--- src/rtl/trap_sequencer.sv ---
// Interrupt trap entry sequencer: pushes PC and status, fetches the vector, then commits.
// Build option TRAP_SEQ_IE_CLR_EN: COMMIT also writes status low byte with IE and SLP cleared.
module trap_sequencer #(
  parameter int              WORD     = 16,
  parameter int              PLVLS    = 8,
  parameter logic [WORD-1:0] VEC_BASE = 16'hFFC0,
  localparam int             PW       = $clog2(PLVLS)
) (
  input  logic                clk_i,
  input  logic                rst_ni,
  input  logic [PLVLS-1:0]    irq_i,
  input  logic                instBoundary_i,
  input  logic [WORD-1:0]     status_i,
  input  logic [WORD-1:0]     pc_i,
  input  logic [WORD-1:0]     sp_i,
  output logic                memReq_o,
  output logic                memWr_o,
  output logic [WORD-1:0]     memAddr_o,
  output logic [WORD-1:0]     memData_o,
  input  logic                memAck_i,
  input  logic [WORD-1:0]     memData_i,
  output logic                trapActive_o,
  output logic                pcWr_o,
  output logic [WORD-1:0]     pcData_o,
  output logic                spWr_o,
  output logic [WORD-1:0]     spData_o,
  output logic                setPriv_o,
  output logic [PW-1:0]       priv_o,
  output logic                clrSlp_o,
  output logic [PLVLS-1:0]    irqAck_o,
  output logic [WORD/8-1:0]   srWrEn_o,
  output logic [WORD-1:0]     srData_o
);

  typedef enum logic [2:0] {IDLE, PUSH_PC, PUSH_SR, RD_VEC, COMMIT} state_e;

  state_e          state_q, state_d;
  logic [PW-1:0]   n_q, n_d;
  logic [WORD-1:0] pc_q, pc_d;
  logic [WORD-1:0] sp_q, sp_d;
  logic [WORD-1:0] sr_q, sr_d;
  logic [WORD-1:0] vec_q, vec_d;

  logic            win_valid;
  logic [PW-1:0]   win_idx;

  // Ascending scan so the highest eligible index is the one left standing.
  always_comb begin
    win_valid = 1'b0;
    win_idx   = '0;
    for (int unsigned i = 0; i < PLVLS; i++) begin
      if (irq_i[i] && status_i[5] && (i > 32'(status_i[15:13]))) begin
        win_valid = 1'b1;
        win_idx   = PW'(i);
      end
    end
  end

  always_comb begin
    state_d      = state_q;
    n_d          = n_q;
    pc_d         = pc_q;
    sp_d         = sp_q;
    sr_d         = sr_q;
    vec_d        = vec_q;
    memReq_o     = 1'b0;
    memWr_o      = 1'b0;
    memAddr_o    = '0;
    memData_o    = '0;
    trapActive_o = (state_q != IDLE);
    pcWr_o       = 1'b0;
    pcData_o     = '0;
    spWr_o       = 1'b0;
    spData_o     = '0;
    setPriv_o    = 1'b0;
    priv_o       = '0;
    clrSlp_o     = 1'b0;
    irqAck_o     = '0;
    srWrEn_o     = '0;
    srData_o     = '0;
    unique case (state_q)
      IDLE: begin
        if (win_valid && (instBoundary_i || status_i[4])) begin
          n_d     = win_idx;
          pc_d    = pc_i;
          sp_d    = sp_i;
          sr_d    = status_i;
          state_d = PUSH_PC;
        end
      end
      PUSH_PC: begin
        memReq_o  = 1'b1;
        memWr_o   = 1'b1;
        memAddr_o = sp_q - WORD'(2);
        memData_o = pc_q;
        if (memAck_i) state_d = PUSH_SR;
      end
      PUSH_SR: begin
        memReq_o  = 1'b1;
        memWr_o   = 1'b1;
        memAddr_o = sp_q - WORD'(4);
        memData_o = sr_q;
        if (memAck_i) state_d = RD_VEC;
      end
      RD_VEC: begin
        memReq_o  = 1'b1;
        memAddr_o = VEC_BASE + (WORD'(n_q) << 1);
        if (memAck_i) begin
          vec_d   = memData_i;
          state_d = COMMIT;
        end
      end
      COMMIT: begin
        pcWr_o    = 1'b1;
        pcData_o  = vec_q;
        spWr_o    = 1'b1;
        spData_o  = sp_q - WORD'(4);
        setPriv_o = 1'b1;
        priv_o    = n_q;
        irqAck_o  = PLVLS'(1) << n_q;
        clrSlp_o  = sr_q[4];
`ifdef TRAP_SEQ_IE_CLR_EN
        srWrEn_o[0] = 1'b1;
        srData_o    = sr_q;
        srData_o[5] = 1'b0;
        srData_o[4] = 1'b0;
`else
        srWrEn_o = '0;
        srData_o = '0;
`endif
        state_d   = IDLE;
      end
      default: state_d = IDLE;
    endcase
  end

  always_ff @(posedge clk_i or negedge rst_ni) begin
    if (!rst_ni) begin
      state_q <= IDLE;
      n_q     <= '0;
      pc_q    <= '0;
      sp_q    <= '0;
      sr_q    <= '0;
      vec_q   <= '0;
    end else begin
      state_q <= state_d;
      n_q     <= n_d;
      pc_q    <= pc_d;
      sp_q    <= sp_d;
      sr_q    <= sr_d;
      vec_q   <= vec_d;
    end
  end

endmodule

--- config.mk ---
export PLATFORM = sky130hd
export DESIGN_NAME = trap_sequencer
export DESIGN_NICKNAME = d
export VERILOG_FILES = /design/src/rtl/trap_sequencer.sv
export SDC_FILE = /design/constraint.sdc
export NUM_CORES = 1
export LEC_CHECK = 0
export CAP_MARGIN = 10
export CORE_UTILIZATION = 40
export CTS_CLUSTER_DIAMETER = 120
export DETAILED_ROUTE_END_ITERATION = 6
export HOLD_SLACK_MARGIN = 0.12
export PLACE_DENSITY_LB_ADDON = 0.25
export SETUP_SLACK_MARGIN = 0.15
export SYNTH_ARGS = -nofsm -noshare
export SYNTH_HDL_FRONTEND = slang
export SYNTH_SLANG_ARGS = --single-unit
--- constraint.sdc ---
create_clock -name clk_i -period 2.35 [get_ports clk_i]
set_clock_uncertainty 0.1 [all_clocks]
set_input_delay 0.3525 -clock clk_i [delete_from_list [all_inputs] [get_ports clk_i]]
set_output_delay 0.3525 -clock clk_i [all_outputs]
set_load 0.05 [all_outputs]
==> summary.txt, run 1 <==
This note records the results obtained with Yosys and OpenROAD.

Run status
The run finished, with violations left. The final reports fail on negative setup slack.

Drt
The first-pass iteration count of the detailed router is 5. TritonRoute output was used to compute an average wire per cell of 20.5 um.

Min path
The count of cells along the worst hold path is 1. The min-delay analysis places its worst path in the category reg -> reg.

Layout
The synthesis-to-finish area growth is 96.6%. The antenna diode count is 0. At the end of the flow the core is filled with cells to 80.5%.

Global route
The maximum number of pins on one net before global-route repair is 44. The global-route wire length before repair is 22100 um. The via count of the first global-routing pass is 4276.

Timing
After layout, the worst setup slack is -0.435 ns. For the finished layout, the period the worst path requires is 2.78 ns. From the final report, the count of setup violators was given as 28.

Setup repair after global routing could not meet its margin everywhere.

Clocking
TritonCTS built the clock tree. The report puts the hold buffer count at CTS at 1. The clock transition at the registers of the reported paths is 0.08 ns.

Job
The count of tool warnings is 31. The number of max-cap violations is 0.

Synth
The number of warnings reported in the yosys synthesis log is 0. Counting flops with a built-in enable in the synthesized netlist gives 0. The primary flip-flop cell chosen by synthesis mapping is dfrtp_1.

The synthesized netlist occupies a cell area of 4420 um^2.

Die
From left edge to right edge, the die measures 107 um.

Critical path
The kind of capture point of the worst setup path is an output pin.
-- run 1: logic make-up after synthesis --
group | Yosys count | share of synthesized area [%]
fa+ha+maj | 3 | 0.849
compound gates | 87 | 13.8
simple gates | 130 | 14.7
mux | 63 | 19.9
other cells | 1 | 0.0848
flops | 70 | 39.6
buf+inv | 66 | 8.40
xor+xnor | 13 | 2.58
-- run 1: routing by layer --
metal	wire length [um]	vias up	GRT usage, %
li1	-	1944	-
met1	6390	2199	30.4
met2	8150	227	41.2
met3	1200	52	6.81
met4	632	0	10.3
met5	0	-	0
-- run 1: where the power goes --
group	switching [mW]	leakage (nW)	internal [mW]	total, mW
Combinational	4.94	2.89	4.90	9.84
Clock	0.508	0.120	0.709	1.22
Sequential	0.642	0.822	1.81	2.46
Total	6.09	3.83	7.43	13.5
-- run 1: path summary, 6_finish.rpt --
kind	slack [ns]	endpoint	start
worst max-delay path	-0.43	memAddr_o[15]	sp_q[14]
worst min-delay path	0.39	vec_q[9]	vec_q[9]
worst max register to register	0.13	sp_q[9]	state_q[0]
worst min register to register	0.39	vec_q[9]	vec_q[9]
max in group asynchronous	1.10	sr_q[5]	rst_ni
min in group asynchronous	0.44	sp_q[12]	rst_ni
-- run 1: worst max-delay path, delay by kind of cell (launching register included) --
family          cells  cell delay (ns)
compound gates      2             0.24
flops               1             0.48
buf+inv             1             0.16
xor+xnor            1             0.27
simple gates        2             0.83
-- run 1: state kept, by name, indices dropped and copies added, names as in the netlist --
signal / flops
sr_q: 16
pc_q: 16
sp_q: 16
vec_q: 16
state_q: 3
n_q: 3
-- run 1: area by class of cell --
cell class	instances	area share (%)
timing repair buffer	246	38.5
multi-input combinational	315	35.8
sequential	70	20.2
tap	140	2.01
clock buffer	9	1.42
clock inverter	7	1.38
inverter	13	0.705
-- run 1: through the flow --
| stage | worst slack [ns] | instance area, um^2 | instances |
|---|---|---|---|
| after floorplan | -0.183 | 4760 | 450 |
| after global placement | -0.0619 | 7370 | 744 |
| after detailed placement | -0.137 | 7370 | 744 |
| after CTS | -0.275 | 8060 | 771 |
| after global routing | -0.547 | 8690 | 800 |
| final | -0.435 | 8690 | 800 |
-- run 1: cells in the mapped netlist, types with 5 or more instances --
library cell   n  share of area [%]
buf_4         20                3.4
xnor2_1        7                1.4
dfrtp_1       70                 40
nor4_1         5               0.71
a31oi_1        6               0.85
nor2_1        39                3.3
buf_6          6                1.5
o21ai_1       10                1.1
o21ai_0        8               0.91
a22o_1        17                3.4
and3_1        22                3.1
nand2_1       23                2.0
o21a_1         5               0.85
clkbuf_1      24                2.0
mux2_4        46                 16
mux2_1        12                3.1
nand2b_1       6               0.85
nand3_1        7               0.79
xor2_1         6                1.2
nor3_1        12                1.4
inv_1         10               0.85
mux2_2         5                1.3
a21oi_1       17                1.9
-- run 1: layout by cell type (no fill, tap or decap), types with 11 or more instances in the layout --
cell type	instances
a21oi_1	11
a22o_4	11
and3_1	17
buf_12	88
buf_4	60
buf_6	15
clkdlybuf4s50_1	73
conb_1	18
dfrtp_1	66
mux2_1	12
mux2_4	46
nand2_1	13
nor2_1	16
nor2_4	14
### Wires at chosen ports, followed through buffers, run 1

Drawn at 3 px/um.
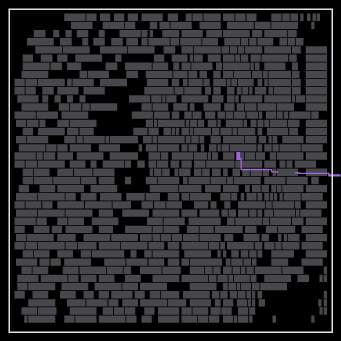
Purple shows memWr_o, direction output, edge east, end cells 1, wire 30.0 um.
I/O pin cnt: 176
number of buffers added on ports: 156

### Met2 routing, run 1

Drawn at 4 px/um. Cells faint in the background.
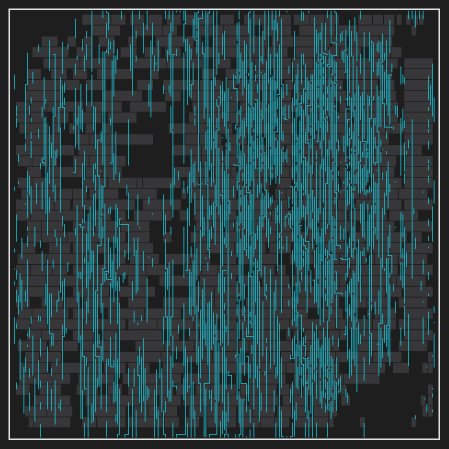
687 nets have wire on it. The layer holds 50% of the routed length. The longest straight run is 43.5 um.
met2 usage: 41.2%
via count: 4422
wire length reported by the detailed router: 16400 um

### The clock network, run 1

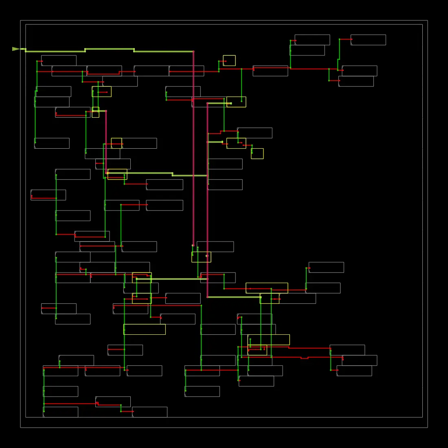
count of clock tree sinks: 70
clock buffer count from CTS: 9
reported clock group power: 1.22 mW
flip-flops: 70

### Clock network drawn from the DEF, run 1

Drawn at 4 px/um.
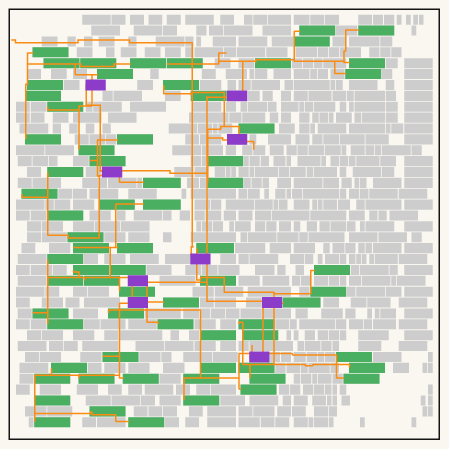

==> run 2, diff against run 1 <==
Settings changed: ABC_CLOCK_PERIOD_IN_PS from default to 2350, RECOVER_POWER from default to 50, SETUP_SLACK_MARGIN 0.15 to default.
### Clock network drawn from the DEF, run 2

Drawn at 4 px/um.
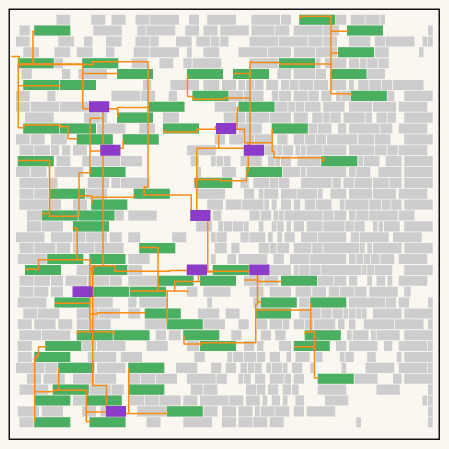
Orange shows clock wires, length 968 um. Green shows flip-flops, count 70. Purple shows cells driving clock nets, count 9.
Position of the flops: all over the die.
share of power burned in the clock network: 7.4%
clock latency reported for the late side of the worst-skew pair: 0.34 ns
reported clock group power: 0.882 mW

### The clock network, run 2

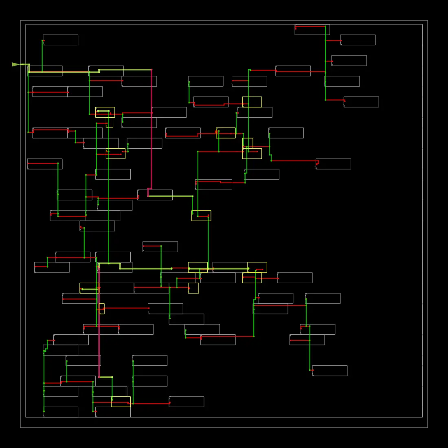
Clock Buffer Count: 12

### Met2 routing, run 2

Drawn at 4 px/um. Cells faint in the background.
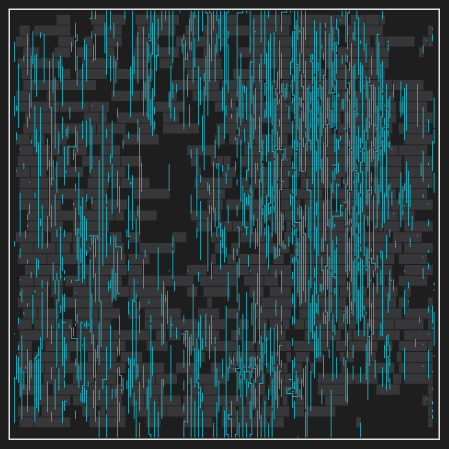
The longest straight run is 43.2 um. The wires run mostly vertical.
via count: 4189
met2 usage: 40.5%
wire length reported by the detailed router: 14000 um

==> run 2 against run 1 <==
Net effect:
- the flow still finishes with violations (negative setup slack)
- highest routed layer unchanged
- worst hold slack got worse by 0.018 ns
- maximum frequency rose by 6.4%
- worst setup slack improved by 0.17 ns
- area after synthesis did not move
- clock power fell by 28%
- sequential power fell by 4%
- first-iteration DRC count fell by 29%
- power fell by 12%
- count of clock-buffer cells in the layout rose by 3
- cell count fell by 2.8%
==> summary.txt, run 2 <==
This note records the results obtained with Yosys and OpenROAD.

Min path
The critical hold path startpoint is sr_q[5]. The count of cells along the worst hold path was 1 (unchanged). The class of the tightest hold or removal check is reg -> reg.

Synth
The number of warnings reported in the yosys synthesis log is 0 (unchanged). The post-synth design cell area is 4420 um^2 (unchanged). The cell count in the Yosys report is 433. The cell taking the most area after synthesis is dfrtp_1. The synthesis report lists the most area-consuming cells as dfrtp_1, mux2_4, buf_4. The primary flip-flop cell chosen by synthesis mapping is dfrtp_1.

The fraction of the yosys area taken by sequential cells is 39.6%. Counting instances in the post-synthesis netlist gives the leading cell types as dfrtp_1, mux2_4, nor2_1. The count of distinct cell types in the synthesized netlist is 54. The number of enable flip-flop cells is 0 (unchanged).

dfrtp_1 is the most common cell in the netlist.

Critical path
Per the STA report, the cell with the highest stage delay on the worst path is dfrtp_1. In this run the critical register-to-register path is launched from state_q[2]. The worst register-to-register path ends at sp_q[6]. STA classifies the critical path endpoint as an output pin. The minimum setup slack among reg-to-reg paths is 0.10 ns (-0.03 ns).

Run status
The flow ran to the end, but the final reports show violations. The checks that failed: negative setup slack.

Timing
The worst path setup slack after routing was -0.268 ns (+0.167 ns). The number of setup violations in the final report is 38 (+36%). Setup repair after global routing could not meet its margin everywhere. The minimum period implied by the final worst setup slack is 2.62 ns (-0.167 ns).

Clocking
The CTS tree is yes. The number of clock sinks came to 70 (unchanged). The depth of the CTS H-tree is 3.

The clock transition at the registers of the reported paths was 0.07 ns (about the same).

Global route
The via count of the first global-routing pass is 4312 (+0.84%). The maximum number of pins on one net before global-route repair is 71 (+61%). The global-route wire length before repair is 21800 um (-1.2%).

Die
The die width is 107 um (unchanged). The number of placed I/O pins came to 176 (unchanged).

Layout
The highest-count logic cell in the final layout is buf_12. The count of placed standard cells in the final layout, fillers left out came to 778 (-2.8%). In the layout the commonest cells are buf_12, clkdlybuf4s50_1, dfrtp_1. The antenna diode count is 0 (unchanged).

Drt
The routed wirelength normalized by instance count is 17.9 um (-12%). The first-pass iteration count of the detailed router is 4 (-1).

Placement
The cell count after placement is 743 (-0.13%). The number of buffers inserted by port buffering is 156 (unchanged). The pre-CTS worst setup slack is -0.115 ns (+0.0223 ns).
run 2: cell counts after synthesis:
Identical to the previous run, type by type.
run 2: logic make-up after synthesis:
kind of cell	synth area share, %
compound gates	13.8
other cells	0.0848
fa+ha+maj	0.849
buf+inv	8.40
xor+xnor	2.58
simple gates	14.7
mux	19.9
flops	39.6
run 2: worst max-delay path by stage:
stage | from | to | slack (ns) | depth (start not counted)
3_5_place_dp | status_i[15] | sp_q[15] | -0.11 | 7
5_1_grt | sp_q[6] | memAddr_o[15] | -0.32 | 7
2_1_floorplan | sp_q[5] | memAddr_o[7] | -0.56 | 6
4_1_cts | sp_q[6] | memAddr_o[9] | -0.22 | 7
3_3_place_gp | status_i[15] | sp_q[14] | -0.06 | 7
6_report | sp_q[6] | memAddr_o[15] | -0.27 | 7
run 2: through the flow:
stage / hold slack, ns / setup TNS, ns / total power [mW] / utilization, % / instance area, um^2
finish: 0.369 / -3.38 / 11.9 / 74.1 / 8000
global route: 0.402 / -7.13 / 12.5 / 74.1 / 8000
CTS: 0.379 / -2.48 / 11.5 / 71.8 / 7750
detailed placement: 0.299 / -4.66 / 10.2 / 67.5 / 7280
global placement: 0.287 / -2.29 / 10.0 / 67.5 / 7280
floorplan: -0.0431 / -1.44 / 6.92 / - / 4660
run 2: critical path, delay by kind of cell (launching register included):
kind / cells / cell delay [ns]
simple gates: 3 / 0.63
xor+xnor: 1 / 0.20
flops: 1 / 0.42
buf+inv: 2 / 0.36
compound gates: 1 / 0.20
run 2: what timing repair did:
action,4_1_cts,5_1_grt
resized,44,52
endpoints found under the hold margin,70,0
pin swaps,28,12
endpoints found under the setup margin,45,51
buffers inserted,12,7
hold buffers,1,0
run 2: where the power goes:
group          switching, mW  internal (mW)
logic                   4.56           4.15
clock network          0.448          0.434
registers              0.538           1.81
run 2: routing by layer:
| metal | wire length (um) | track usage [%] |
|---|---|---|
| met5 | 0 | 0 |
| met4 | 465 | 11.4 |
| met3 | 1090 | 6.57 |
| met2 | 6900 | 40.5 |
| met1 | 5500 | 28.7 |
run 2: area by class of cell:
cell class,instances,area [um^2]
inverters,13,51.3
repair buffers,226,2910
multi-input cells,314,2940
clock inverters,3,20.0
well taps,140,175
clock buffers,12,155
flip-flops and latches,70,1750
fillers,682,2800
No activity file was given, so power comes from the tool's default toggle rates.
